Fig. 1: clock nets
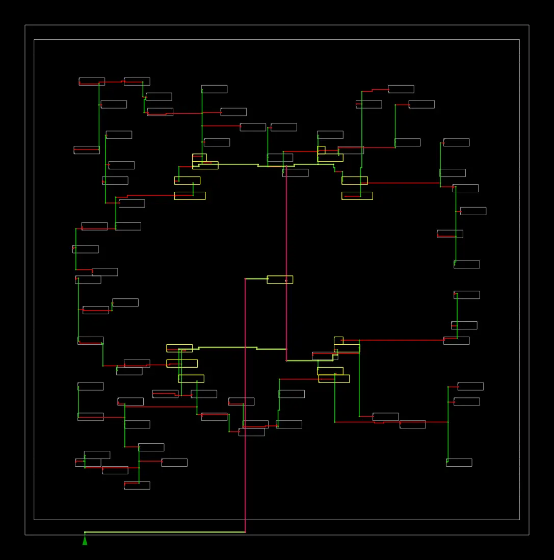
Fig. 2: pin map
Scale: 1.5 px per um. Pins as bars across the die edge, other pins in grey.
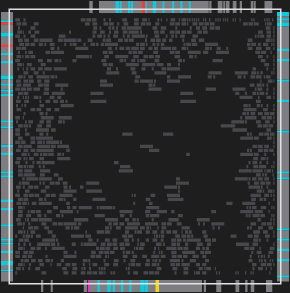
$ cat src/rtl/pc_ctrl_if.sv
// pc_ctrl_if: fetch/pipeline-status bundle seen by the PC sequencer and hazard controller.
// master = pipeline side (drives status, reads controls); slave = pc_ctrl.
interface pc_ctrl_if;
  localparam int unsigned XLEN = 64;
  localparam int unsigned CNTW = 32;

  logic [3:0]      f_icode;
  logic [XLEN-1:0] f_valc;
  logic [XLEN-1:0] f_valp;
  logic            f_instr_valid;
  logic            f_error;
  logic [3:0]      d_srcA;
  logic [3:0]      d_srcB;
  logic [3:0]      D_icode;
  logic [3:0]      E_icode;
  logic [3:0]      M_icode;
  logic [3:0]      W_icode;
  logic [3:0]      E_dstM;
  logic            e_cnd;
  logic            M_cnd;
  logic [XLEN-1:0] M_valA;
  logic [XLEN-1:0] W_valM;
  logic [1:0]      W_stat;

  logic [XLEN-1:0] pc;
  logic            F_stall;
  logic            D_stall;
  logic            D_bubble;
  logic            E_bubble;
  logic            halted;
  logic [CNTW-1:0] cyc_cnt;
  logic [CNTW-1:0] stall_cnt;
  logic [CNTW-1:0] mispred_cnt;

  modport master (
    output f_icode, f_valc, f_valp, f_instr_valid, f_error,
    output d_srcA, d_srcB, D_icode, E_icode, M_icode, W_icode, E_dstM,
    output e_cnd, M_cnd, M_valA, W_valM, W_stat,
    input  pc, F_stall, D_stall, D_bubble, E_bubble, halted,
    input  cyc_cnt, stall_cnt, mispred_cnt
  );

  modport slave (
    input  f_icode, f_valc, f_valp, f_instr_valid, f_error,
    input  d_srcA, d_srcB, D_icode, E_icode, M_icode, W_icode, E_dstM,
    input  e_cnd, M_cnd, M_valA, W_valM, W_stat,
    output pc, F_stall, D_stall, D_bubble, E_bubble, halted,
    output cyc_cnt, stall_cnt, mispred_cnt
  );
endinterface

$ cat src/rtl/pc_ctrl.sv
// pc_ctrl: Y86-64 fetch-stage PC sequencer, hazard controller and RUN/DRAIN/HALT status FSM.
// Optional performance counters are built when PC_CTRL_PERF_EN is defined; otherwise
// the counter outputs are tied to zero and no counter flops exist.
module pc_ctrl #(
  parameter logic [63:0] RESET_PC = 64'h0
) (
  input  logic      clk,
  input  logic      rst_n,
  pc_ctrl_if.slave  bus
);

  localparam int unsigned XLEN = 64;
  localparam int unsigned CNTW = 32;

  localparam logic [3:0] I_HALT   = 4'h0;
  localparam logic [3:0] I_MRMOVQ = 4'h5;
  localparam logic [3:0] I_JXX    = 4'h7;
  localparam logic [3:0] I_CALL   = 4'h8;
  localparam logic [3:0] I_RET    = 4'h9;
  localparam logic [3:0] I_POPQ   = 4'hB;
  localparam logic [3:0] R_NONE   = 4'hF;

  typedef enum logic [1:0] {
    S_RUN   = 2'd0,
    S_DRAIN = 2'd1,
    S_HALT  = 2'd2
  } state_e;

  state_e          state_q, state_d;
  logic [XLEN-1:0] pred_pc_q, pred_pc_d;
  logic            load_use, ret_p, mispred, fstop;
  logic            f_stall, d_stall, d_bubble, e_bubble;

  // Hazard detection terms
  always_comb begin
    load_use = ((bus.E_icode == I_MRMOVQ) || (bus.E_icode == I_POPQ)) &&
               (bus.E_dstM != R_NONE) &&
               ((bus.E_dstM == bus.d_srcA) || (bus.E_dstM == bus.d_srcB));
    ret_p    = (bus.D_icode == I_RET) || (bus.E_icode == I_RET) || (bus.M_icode == I_RET);
    mispred  = (bus.E_icode == I_JXX) && !bus.e_cnd;
    fstop    = (bus.f_icode == I_HALT) || !bus.f_instr_valid || bus.f_error;
  end

  // Status FSM next state and pipeline control outputs
  always_comb begin
    state_d  = state_q;
    f_stall  = 1'b0;
    d_stall  = 1'b0;
    d_bubble = 1'b0;
    e_bubble = 1'b0;

    if (state_q == S_HALT) begin
      f_stall  = 1'b1;
      d_stall  = 1'b1;
      e_bubble = 1'b1;
    end else begin
      f_stall  = load_use | ret_p | (state_q != S_RUN);
      d_stall  = load_use;
      d_bubble = mispred | (ret_p & !load_use) | ((state_q == S_DRAIN) & !load_use);
      e_bubble = mispred | load_use;
    end

    unique case (state_q)
      S_RUN: begin
        if (bus.W_stat != 2'd0)                  state_d = S_HALT;
        else if (fstop && !f_stall && !mispred)  state_d = S_DRAIN;
      end
      S_DRAIN: begin
        // a stop instruction fetched down a mispredicted path must not halt the core
        if (bus.W_stat != 2'd0)                  state_d = S_HALT;
        else if (mispred)                        state_d = S_RUN;
      end
      S_HALT:  state_d = S_HALT;
      default: state_d = S_RUN;
    endcase
  end

  // Next-PC prediction and fetch PC select
  always_comb begin
    pred_pc_d = pred_pc_q;
    if (!f_stall) begin
      pred_pc_d = ((bus.f_icode == I_JXX) || (bus.f_icode == I_CALL)) ? bus.f_valc : bus.f_valp;
    end

    if ((bus.M_icode == I_JXX) && !bus.M_cnd) bus.pc = bus.M_valA;
    else if (bus.W_icode == I_RET)            bus.pc = bus.W_valM;
    else                                      bus.pc = pred_pc_q;
  end

  // State and predicted-PC registers
  always_ff @(posedge clk or negedge rst_n) begin
    if (!rst_n) begin
      state_q   <= S_RUN;
      pred_pc_q <= RESET_PC;
    end else begin
      state_q   <= state_d;
      pred_pc_q <= pred_pc_d;
    end
  end

  assign bus.F_stall  = f_stall;
  assign bus.D_stall  = d_stall;
  assign bus.D_bubble = d_bubble;
  assign bus.E_bubble = e_bubble;
  assign bus.halted   = (state_q == S_HALT);

`ifdef PC_CTRL_PERF_EN
  logic [CNTW-1:0] cyc_cnt_q, stall_cnt_q, mispred_cnt_q;

  // Saturating performance counters
  always_ff @(posedge clk or negedge rst_n) begin
    if (!rst_n) begin
      cyc_cnt_q     <= '0;
      stall_cnt_q   <= '0;
      mispred_cnt_q <= '0;
    end else begin
      if ((state_q != S_HALT) && (cyc_cnt_q != '1))
        cyc_cnt_q <= cyc_cnt_q + CNTW'(1);
      if ((state_q != S_HALT) && f_stall && (stall_cnt_q != '1))
        stall_cnt_q <= stall_cnt_q + CNTW'(1);
      if (mispred && (mispred_cnt_q != '1))
        mispred_cnt_q <= mispred_cnt_q + CNTW'(1);
    end
  end

  assign bus.cyc_cnt     = cyc_cnt_q;
  assign bus.stall_cnt   = stall_cnt_q;
  assign bus.mispred_cnt = mispred_cnt_q;
`else
  assign bus.cyc_cnt     = '0;
  assign bus.stall_cnt   = '0;
  assign bus.mispred_cnt = '0;
`endif

endmodule

$ cat src/flat_wrapper.sv
// flat-port wrapper written by rule: the top's interface ports become plain ports
module pc_ctrl_flat 
#(
  parameter logic [63:0] RESET_PC = 64'h0
)
  (clk, rst_n, bus_f_icode, bus_f_valc, bus_f_valp, bus_f_instr_valid, bus_f_error, bus_d_srcA, bus_d_srcB, bus_D_icode, bus_E_icode, bus_M_icode, bus_W_icode, bus_E_dstM, bus_e_cnd, bus_M_cnd, bus_M_valA, bus_W_valM, bus_W_stat, bus_pc, bus_F_stall, bus_D_stall, bus_D_bubble, bus_E_bubble, bus_halted, bus_cyc_cnt, bus_stall_cnt, bus_mispred_cnt);
  pc_ctrl_if bus_i ();
  input  logic clk;
  input  logic rst_n;
  input wire logic [$bits(bus_i.f_icode)-1:0] bus_f_icode;
  input wire logic [$bits(bus_i.f_valc)-1:0] bus_f_valc;
  input wire logic [$bits(bus_i.f_valp)-1:0] bus_f_valp;
  input wire logic [$bits(bus_i.f_instr_valid)-1:0] bus_f_instr_valid;
  input wire logic [$bits(bus_i.f_error)-1:0] bus_f_error;
  input wire logic [$bits(bus_i.d_srcA)-1:0] bus_d_srcA;
  input wire logic [$bits(bus_i.d_srcB)-1:0] bus_d_srcB;
  input wire logic [$bits(bus_i.D_icode)-1:0] bus_D_icode;
  input wire logic [$bits(bus_i.E_icode)-1:0] bus_E_icode;
  input wire logic [$bits(bus_i.M_icode)-1:0] bus_M_icode;
  input wire logic [$bits(bus_i.W_icode)-1:0] bus_W_icode;
  input wire logic [$bits(bus_i.E_dstM)-1:0] bus_E_dstM;
  input wire logic [$bits(bus_i.e_cnd)-1:0] bus_e_cnd;
  input wire logic [$bits(bus_i.M_cnd)-1:0] bus_M_cnd;
  input wire logic [$bits(bus_i.M_valA)-1:0] bus_M_valA;
  input wire logic [$bits(bus_i.W_valM)-1:0] bus_W_valM;
  input wire logic [$bits(bus_i.W_stat)-1:0] bus_W_stat;
  output wire logic [$bits(bus_i.pc)-1:0] bus_pc;
  output wire logic [$bits(bus_i.F_stall)-1:0] bus_F_stall;
  output wire logic [$bits(bus_i.D_stall)-1:0] bus_D_stall;
  output wire logic [$bits(bus_i.D_bubble)-1:0] bus_D_bubble;
  output wire logic [$bits(bus_i.E_bubble)-1:0] bus_E_bubble;
  output wire logic [$bits(bus_i.halted)-1:0] bus_halted;
  output wire logic [$bits(bus_i.cyc_cnt)-1:0] bus_cyc_cnt;
  output wire logic [$bits(bus_i.stall_cnt)-1:0] bus_stall_cnt;
  output wire logic [$bits(bus_i.mispred_cnt)-1:0] bus_mispred_cnt;
  assign bus_i.f_icode = bus_f_icode;
  assign bus_i.f_valc = bus_f_valc;
  assign bus_i.f_valp = bus_f_valp;
  assign bus_i.f_instr_valid = bus_f_instr_valid;
  assign bus_i.f_error = bus_f_error;
  assign bus_i.d_srcA = bus_d_srcA;
  assign bus_i.d_srcB = bus_d_srcB;
  assign bus_i.D_icode = bus_D_icode;
  assign bus_i.E_icode = bus_E_icode;
  assign bus_i.M_icode = bus_M_icode;
  assign bus_i.W_icode = bus_W_icode;
  assign bus_i.E_dstM = bus_E_dstM;
  assign bus_i.e_cnd = bus_e_cnd;
  assign bus_i.M_cnd = bus_M_cnd;
  assign bus_i.M_valA = bus_M_valA;
  assign bus_i.W_valM = bus_W_valM;
  assign bus_i.W_stat = bus_W_stat;
  assign bus_pc = bus_i.pc;
  assign bus_F_stall = bus_i.F_stall;
  assign bus_D_stall = bus_i.D_stall;
  assign bus_D_bubble = bus_i.D_bubble;
  assign bus_E_bubble = bus_i.E_bubble;
  assign bus_halted = bus_i.halted;
  assign bus_cyc_cnt = bus_i.cyc_cnt;
  assign bus_stall_cnt = bus_i.stall_cnt;
  assign bus_mispred_cnt = bus_i.mispred_cnt;
  pc_ctrl #(.RESET_PC(RESET_PC)) u_core (.clk(clk), .rst_n(rst_n), .bus(bus_i));
endmodule
$ cat config.mk
export PLATFORM = sky130hd
export DESIGN_NAME = pc_ctrl_flat
export DESIGN_NICKNAME = d
export VERILOG_FILES = /design/src/rtl/pc_ctrl_if.sv /design/src/rtl/pc_ctrl.sv /design/src/flat_wrapper.sv
export SDC_FILE = /design/constraint.sdc
export NUM_CORES = 1
export LEC_CHECK = 0
export CAP_MARGIN = 5
export CORE_AREA = 3 3 177 179
export CTS_CLUSTER_SIZE = 14
export DETAILED_ROUTE_END_ITERATION = 6
export DIE_AREA = 0 0 180 182
export PLACE_DENSITY_LB_ADDON = 0.3
export SLEW_MARGIN = 20
export SYNTH_ARGS = -nofsm -noshare
export SYNTH_HDL_FRONTEND = slang
export SYNTH_SLANG_ARGS = --single-unit
$ cat constraint.sdc
create_clock -name clk -period 1.9 [get_ports clk]
set_input_delay 0.19 -clock clk [delete_from_list [all_inputs] [get_ports clk]]
set_output_delay 0.19 -clock clk [all_outputs]
set_load 0.01 [all_outputs]
==> run notes <==
Implementation numbers.

- The count of non-filler cells in the finished layout is 1440.
- Per the cell usage report, the commonest logic cells after layout are sky130_fd_sc_hd__clkdlybuf4s50_1 (276), sky130_fd_sc_hd__a21oi_1 (129), sky130_fd_sc_hd__mux2i_1 (116).
- The mean instance size in the synthesized netlist is 8.75 sq um.
- The global router reports that the layer with the highest usage is met2.
- After synthesis, the cell types taking the most area are sky130_fd_sc_hd__dfrtp_1 (29%), sky130_fd_sc_hd__mux2i_1 (23%), sky130_fd_sc_hd__a21oi_1 (13%).
- The number of flip-flops in the largest register is 64.
- The final max-slew violation count recorded for this run is 0.
- Summed over all combinational cells, the power is 0.00242 W.
- The critical-path cell with the highest stage delay is sky130_fd_sc_hd__clkdlybuf4s50_1.
- The switching power as a share of total power is 30.8%.
- The critical path capture point is bus_F_stall.
- Per the layout area report, the sequential fraction of cell area is 15.6%.
- In this run, distinct cell masters in the synthesized netlist total 30.
- The buffer and inverter count on the worst path is 3.
- The synthesis run shows multiplexers occupying 22.8% of the cell area.
- The number of vias after detailed routing is 5927.
- The register with the most flip-flops in the final layout is u_core.pred_pc_q.
- The remaining global-route overflow is 0.
- After detailed placement, the total cell area comes to 9710 sq um.
- The commonest cells after synthesis are sky130_fd_sc_hd__a21oi_1 (144), sky130_fd_sc_hd__mux2i_1 (128), sky130_fd_sc_hd__buf_4 (96).
- The number of hold-slack violations in the final timing report is 0.
- The Yosys step of the flow raised 0 warnings.
- Detailed routing placed a total of 14.0 mm of wire on met2.
- The number of clock sinks is 66.
- In the final layout, the clock buffer count is 10.
- The power report lists the clock group at 0.00218 W.
- Routed signal wires occupy layers up through met5.
- Fill cells in the final layout number 3043.
- The wire length per cell after detailed routing is 18.1 um.
- Hold is met by 0.310 ns.
- The leakage power is 4.21 nW.
- Adding up every negative setup slack in the final design gives 0 ns.
- On the reported timing paths, the clock transition at the registers reads 0.07 ns.
- The placer congestion estimate is 0.858.
- After synthesis the netlist holds a flip-flop and latch count of 66.
- For the completed layout, the total cell area is recorded as 10600 sq um.
- The share of total power dissipated in combinational logic is 37.3%.
- The area taken by multi-input combinational cells is reported as 3760 sq um.
- The top achievable clock speed is 0.527 GHz.
- The met3 wire length is 1.85 mm.
- The final-layout clock-cell area share is 3.54%.
- Setup repair after global routing could not meet its margin everywhere.
- The sequential share of power is 29.2%.
- The global-route wire length before repair is 37.6 mm.
- The sequential cells in the finished layout cover a total of 1650 sq um.
- The multi-input gate share of total cell area is 35.5%.
- The first-pass iteration count of the detailed router is 4.
- The worst setup path is launched from an input pin.
- According to the floorplan report, the die height is 182 um.
- The area of the placeable core is 29700 sq um.
- The chip width is 180 um.
- The power dissipated in sequential cells is 0.00190 W.
- TritonCTS built the clock tree.
- The yosys stat cell total is 641.
- The synthesis report gives the async set-or-reset register share as 100%.
- The flow ran to the end, and the final reports show no timing, DRC or antenna violations.
- In this run the worst hold path is classified as input pin to async pin.
- The family with the most delay on the worst path is simple AND/OR/NAND/NOR gates.
- The clock period minus worst slack is 1.90 ns.
- After layout, the setup clock skew is reported as 0.00662 ns.
- The most common logic cell in the final layout is sky130_fd_sc_hd__clkdlybuf4s50_1.
- The critical path endpoint has a required time of 1.71 ns.
- For this run, the script counts the antenna cells in the layout as 0.
- The number of instances in the synthesized netlist is 641.
- The total power draw is 0.00650 W.
- The number of port buffers is 364.
- The area growth from synthesis to layout is 89.0%.
- Among all cell classes, the greatest summed area belongs to buffers.
- The quantity of hold-fixing buffers added after cts is 1.
- The count of buffers added by post-CTS timing repair for setup is 17.
- The final net count is 1341.
- The count of nets left with antenna violations once routing finished came out at 0.
- The final-report setup violation count is 0.
- The startpoint of the most critical register-to-register path is u_core.state_q[1]$_DFFE_PN0P_.
- The arrival time reported for the critical path endpoint is 1.71 ns.
- The max-capacitance violation count is 0.
- The final timing report gives a worst setup slack of 0.00294 ns.
- The end-of-flow core utilization is 35.7%.
- The CTS root buffer is sky130_fd_sc_hd__clkbuf_16.
Notes on Fig. 1 above:
CTS Buf Count: 9
number of flip-flops and latches: 66

Notes on Fig. 2 above:
legend:
  bus_F_stall:
    colour: magenta
    pins: 1
    direction: output
    edge: bottom
  bus_W_stat:
    colour: yellow
    pins: 2
    direction: input
    edge: bottom
  bus_W_icode:
    colour: red
    pins: 4
    direction: input
    edge: 2 left, 2 top
  bus_W_valM:
    colour: cyan
    pins: 64
    direction: input
    edge: 25 left, 17 right, 12 top, 10 bottom

No activity file was given, so power comes from the tool's default toggle rates.
